[src/rtl/stf_sync_evt.sv]
// stf_sync_evt: N-channel async level synchroniser into fastclk with
// optional debounce (macro STF_SYNC_DEBOUNCE_EN), rise/fall pulses and
// a valid/ready change-event port with sticky overflow.
// Ports: fastclk, rst_n (async, active-low), data[N] in;
//   synced/rise/fall[N] out; evt_valid, evt_data[N], evt_chg[N],
//   evt_ovf out; evt_ready in.
module stf_sync_evt #(
  parameter int N          = 2,
  parameter int STAGES     = 2,
  parameter int DEB_CYCLES = 4
) (
  input  logic         fastclk,
  input  logic         rst_n,
  input  logic [N-1:0] data,
  output logic [N-1:0] synced,
  output logic [N-1:0] rise,
  output logic [N-1:0] fall,
  output logic         evt_valid,
  input  logic         evt_ready,
  output logic [N-1:0] evt_data,
  output logic [N-1:0] evt_chg,
  output logic         evt_ovf
);

  if (N < 1) begin : g_bad_n
    $error("N must be >= 1");
  end
  if (STAGES < 2) begin : g_bad_stages
    $error("STAGES must be >= 2");
  end
  if (DEB_CYCLES < 1) begin : g_bad_deb
    $error("DEB_CYCLES must be >= 1");
  end

  logic [N-1:0] r_sync [STAGES];
  logic [N-1:0] w_cand;
  logic [N-1:0] w_syn_cur;
  logic [N-1:0] w_syn_nxt;

  always_ff @(posedge fastclk or negedge rst_n) begin
    if (!rst_n) begin
      for (int s = 0; s < STAGES; s++) begin
        r_sync[s] <= '0;
      end
    end else begin
      r_sync[0] <= data;
      for (int s = 1; s < STAGES; s++) begin
        r_sync[s] <= r_sync[s-1];
      end
    end
  end

  assign w_cand = r_sync[STAGES-1];

`ifdef STF_SYNC_DEBOUNCE_EN
  localparam int CW = $clog2(DEB_CYCLES + 1);
  // The increment that would reach DEB_CYCLES toggles instead, so
  // synced follows cand exactly DEB_CYCLES edges after cand changes.
  localparam logic [CW-1:0] DEB_LAST = CW'(DEB_CYCLES - 1);

  logic [N-1:0]  r_synced;
  logic [CW-1:0] r_cnt     [N];
  logic [CW-1:0] w_cnt_nxt [N];

  always_comb begin
    w_syn_nxt = r_synced;
    for (int i = 0; i < N; i++) begin
      w_cnt_nxt[i] = '0;
      if (w_cand[i] != r_synced[i]) begin
        if (r_cnt[i] == DEB_LAST) begin
          w_syn_nxt[i] = w_cand[i];
        end else begin
          w_cnt_nxt[i] = r_cnt[i] + CW'(1);
        end
      end
    end
  end

  always_ff @(posedge fastclk or negedge rst_n) begin
    if (!rst_n) begin
      r_synced <= '0;
      for (int i = 0; i < N; i++) begin
        r_cnt[i] <= '0;
      end
    end else begin
      r_synced <= w_syn_nxt;
      for (int i = 0; i < N; i++) begin
        r_cnt[i] <= w_cnt_nxt[i];
      end
    end
  end

  assign w_syn_cur = r_synced;
`else
  // synced is the last chain flop; its next value is the flop before.
  assign w_syn_cur = w_cand;
  assign w_syn_nxt = r_sync[STAGES-2];
`endif

  logic [N-1:0] r_rise;
  logic [N-1:0] r_fall;

  // Pulses are registered from the next synced value so they line up
  // with the first cycle synced shows the new level.
  always_ff @(posedge fastclk or negedge rst_n) begin
    if (!rst_n) begin
      r_rise <= '0;
      r_fall <= '0;
    end else begin
      r_rise <= w_syn_nxt & ~w_syn_cur;
      r_fall <= ~w_syn_nxt & w_syn_cur;
    end
  end

  logic         r_valid;
  logic         r_ovf;
  logic [N-1:0] r_edata;
  logic [N-1:0] r_echg;
  logic [N-1:0] w_chg;
  logic         w_any;
  logic         w_acc;
  logic         w_load;
  logic         w_drop;

  assign w_chg  = r_rise | r_fall;
  assign w_any  = |w_chg;
  assign w_acc  = r_valid & evt_ready;
  assign w_load = w_any & (~r_valid | w_acc);
  assign w_drop = w_any & r_valid & ~w_acc;

  always_ff @(posedge fastclk or negedge rst_n) begin
    if (!rst_n) begin
      r_valid <= 1'b0;
      r_ovf   <= 1'b0;
      r_edata <= '0;
      r_echg  <= '0;
    end else begin
      if (w_load) begin
        r_valid <= 1'b1;
        r_edata <= w_syn_cur;
        r_echg  <= w_chg;
      end else if (w_acc) begin
        r_valid <= 1'b0;
      end
      if (w_drop) begin
        r_ovf <= 1'b1;
      end else if (w_acc) begin
        r_ovf <= 1'b0;
      end
    end
  end

  assign synced    = w_syn_cur;
  assign rise      = r_rise;
  assign fall      = r_fall;
  assign evt_valid = r_valid;
  assign evt_data  = r_edata;
  assign evt_chg   = r_echg;
  assign evt_ovf   = r_ovf;

endmodule

[config.mk]
export PLATFORM = sky130hd
export DESIGN_NAME = stf_sync_evt
export DESIGN_NICKNAME = d
export VERILOG_FILES = /design/src/rtl/stf_sync_evt.sv
export SDC_FILE = /design/constraint.sdc
export NUM_CORES = 1
export LEC_CHECK = 0
export CELL_PAD_IN_SITES_DETAIL_PLACEMENT = 2
export CELL_PAD_IN_SITES_GLOBAL_PLACEMENT = 2
export CORE_MARGIN = 1
export CORE_UTILIZATION = 24
export DETAILED_ROUTE_END_ITERATION = 16
export HOLD_SLACK_MARGIN = 0.15
export PLACE_DENSITY_LB_ADDON = 0.1
export SLEW_MARGIN = 30
export SYNTH_ARGS = -nofsm -noshare
export SYNTH_HDL_FRONTEND = slang
export SYNTH_SLANG_ARGS = --single-unit
[constraint.sdc]
create_clock -name fastclk -period 1.5 [get_ports fastclk]
set_clock_uncertainty 0.2 [all_clocks]
set_input_delay 0.45 -clock fastclk [delete_from_list [all_inputs] [get_ports fastclk]]
set_output_delay 0.45 -clock fastclk [all_outputs]
set_load 0.02 [all_outputs]
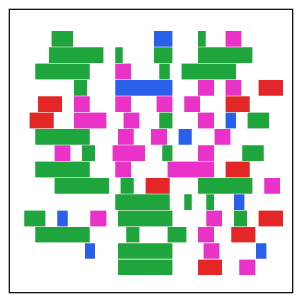
**Above:** cells by drive strength.
Scale: 6 px per µm.
blue -> x2  # cells 8, share 11%
red -> x6 and larger  # cells 9, share 12%
magenta -> x3 and x4  # cells 25, share 34%
green -> x1 and smaller  # cells 31, share 42%
Synth-to-Final Area Change: 77.3%
Setup WS post-layout: -102 ps
Non-clk bufs: 37

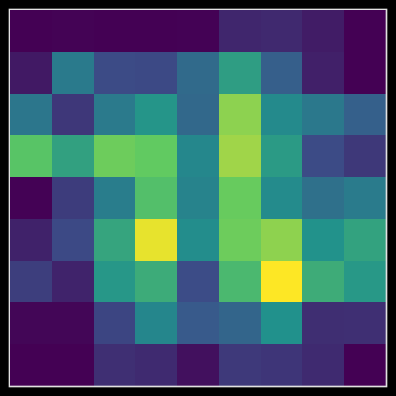
**Above:** wire density map.
Scale: 8 px per µm. 9 x 9 tiles, from dark purple (low) to yellow (high), scaled to the fullest tile. Values are wire area over tile area, all layers added.
mean over tiles = 0.099
emptiest ninth of the die = bottom left
densest ninth of the die = middle
total via count in the routed design: 400
post-detailed-routing wire length: 1.40 mm
post-detailed-route wirelength per cell: 14.3 µm
gr usage total: 15.1%

==> deck_impl_summary.md <==
Synthesis and Place & Route Summary

Synthesis
  – Net count after synthesis: 37
  – Post-synthesis cell type with the largest combined area: sky130_fd_sc_hd__dfrtp_1
  – Number of warning messages in the yosys log: 0

Clock tree
  – Number of buffers created by CTS: 3
  – Clock input transition at the sequential cells of the worst setup and hold paths: approximately 90 ps
  – Later-pin clock latency in the skew report: roughly 280 ps

Critical path
  – Crit path launch type: flop

Cells and area
  – Area of all placed cells without fillers: about 860 µm²
  – Core occupancy in the finished layout: a little under half

GRT
  – Maximum number of pins on one net before global-route repair: 15
  – Final global-route overflow total: 0

Timing
  – Worst Hold Margin: between 200 and 250 ps
  – Count of endpoints failing setup in the final report: 5
  – Final-report hold violation count: 0
  – Final number of max-transition violations: 0
  – Slew Limit Headroom: about four fifths
  – Setup WS post-layout: -102 ps

Run status
  – Violated checks: negative setup slack
  – Status: finished, violations left

Min path
  – Worst hold path type: reg -> reg

Floorplanning
  – Total die size: approximately 2200 µm²

Job
  – Number of max-cap violations: 0
  – Tool warnings: 28
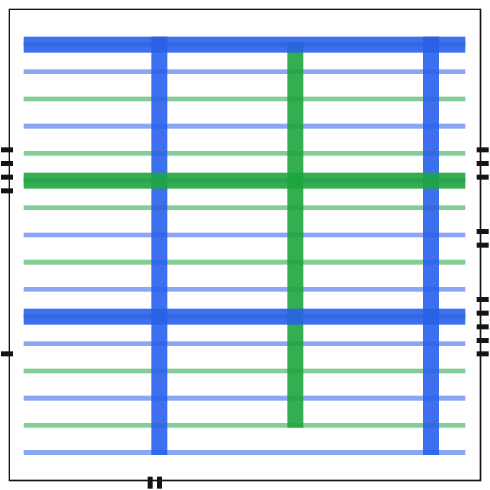
**Above:** supply network.
Scale: 10 px per µm. Pins as bars on the die edge.
blue -> VSS
green -> VDD
signal pins = 17
met1 rails = 16
met4 straps = 3
met5 straps = 3
y dimension of the die: 47.0 µm
maximum resistive drop on vdd: 0.000560 V
Die W: 47.0 µm

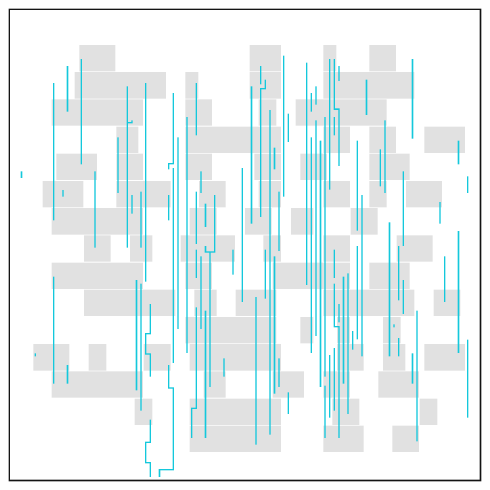
**Above:** met2 routing.
Scale: 10 px per µm. Cells faint in the background.
share of all routed wire = 55%
main direction = vertical
nets with wire on the layer = 75
wire length on this layer = 775 µm
longest straight run = 32.3 µm
global-route met2 utilization: 26.1%

report_power, final:
| group | switching [W] | internal, W |
|---|---|---|
| registers | 0.0000233 | 0.000413 |
| logic | 0.000112 | 0.000143 |
| clock network | 0.000118 | 0.000103 |
synthesized netlist by cell type, drive strengths merged:
library cell  instances
dfrtp                14
nor2b                 5
mux2                  2
nand2                 2
nor2                  2
o21ai                 2
a2bb2oi               1
and2b                 1
nand2b                1
nor4                  1
o2bb2ai               1
layer usage:
metal	global-route usage [%]	routed length (µm)
met1	17.7	535
met2	26.1	775
met3	2.69	83
met4	8.57	5
met5	0	0
kinds of logic (layout without fill, tap and decap cells):
family                 after synthesis  count (layout)  share of synthesized area [%]
AND-OR/OR-AND                        4               4                           5.67
buffers and inverters                0              41                              0
flip-flops                          14              14                           72.2
multiplexers                         2               2                           4.64
AND/OR/NAND/NOR                     12              12                           17.5
worst max-delay path, cell delays in order (launching register included):
cell and delay (ps):
sky130_fd_sc_hd__dfrtp_2 420, sky130_fd_sc_hd__buf_4 140, sky130_fd_sc_hd__buf_6 120
final cells by class:
class	instances	area, µm²
fill	195	941
tap	25	31.3
sequential	14	352
timing repair buffer	37	309
multi-input combinational	18	143
clock buffer	4	26.3
flip-flops by register name, indices dropped and copies added (netlist names):
register and cells:
synced 2, fall 2, w_syn_nxt 2, evt_data 2, evt_ovf 1, evt_chg 2
rise 2, evt_valid 1
through the flow:
| step | total power [W] | instances | TNS (ps) | setup WS (ps) |
|---|---|---|---|---|
| after detailed placement | 0.000666 | 86 | -2480 | -312 |
| after global routing | 0.000960 | 98 | -853 | -184 |
| final | 0.000913 | 98 | -400 | -102 |
| after global placement | 0.000653 | 86 | -2080 | -271 |
| after floorplan | 0.000525 | 32 | 0 | 18.5 |
| after CTS | 0.000871 | 91 | -256 | -102 |
repair_timing:
action / in CTS / in global routing
setup buffers: 1 / 7
endpoints found under the setup margin: 15 / 17
gates resized: 53 / 14
endpoints found under the hold margin: 0 / 0
pin swaps: 2 / 2
path summary, 6_finish.rpt:
path	to	cells past startpoint
min in group asynchronous	rise[1]	2
worst min-delay path	synced[1]	0
worst min register to register	synced[1]	0
worst max-delay path	fall[1]	2
max in group asynchronous	fall[1]	2
worst max register to register	evt_data[0]	4
Power is estimated from default activity; no workload was simulated.
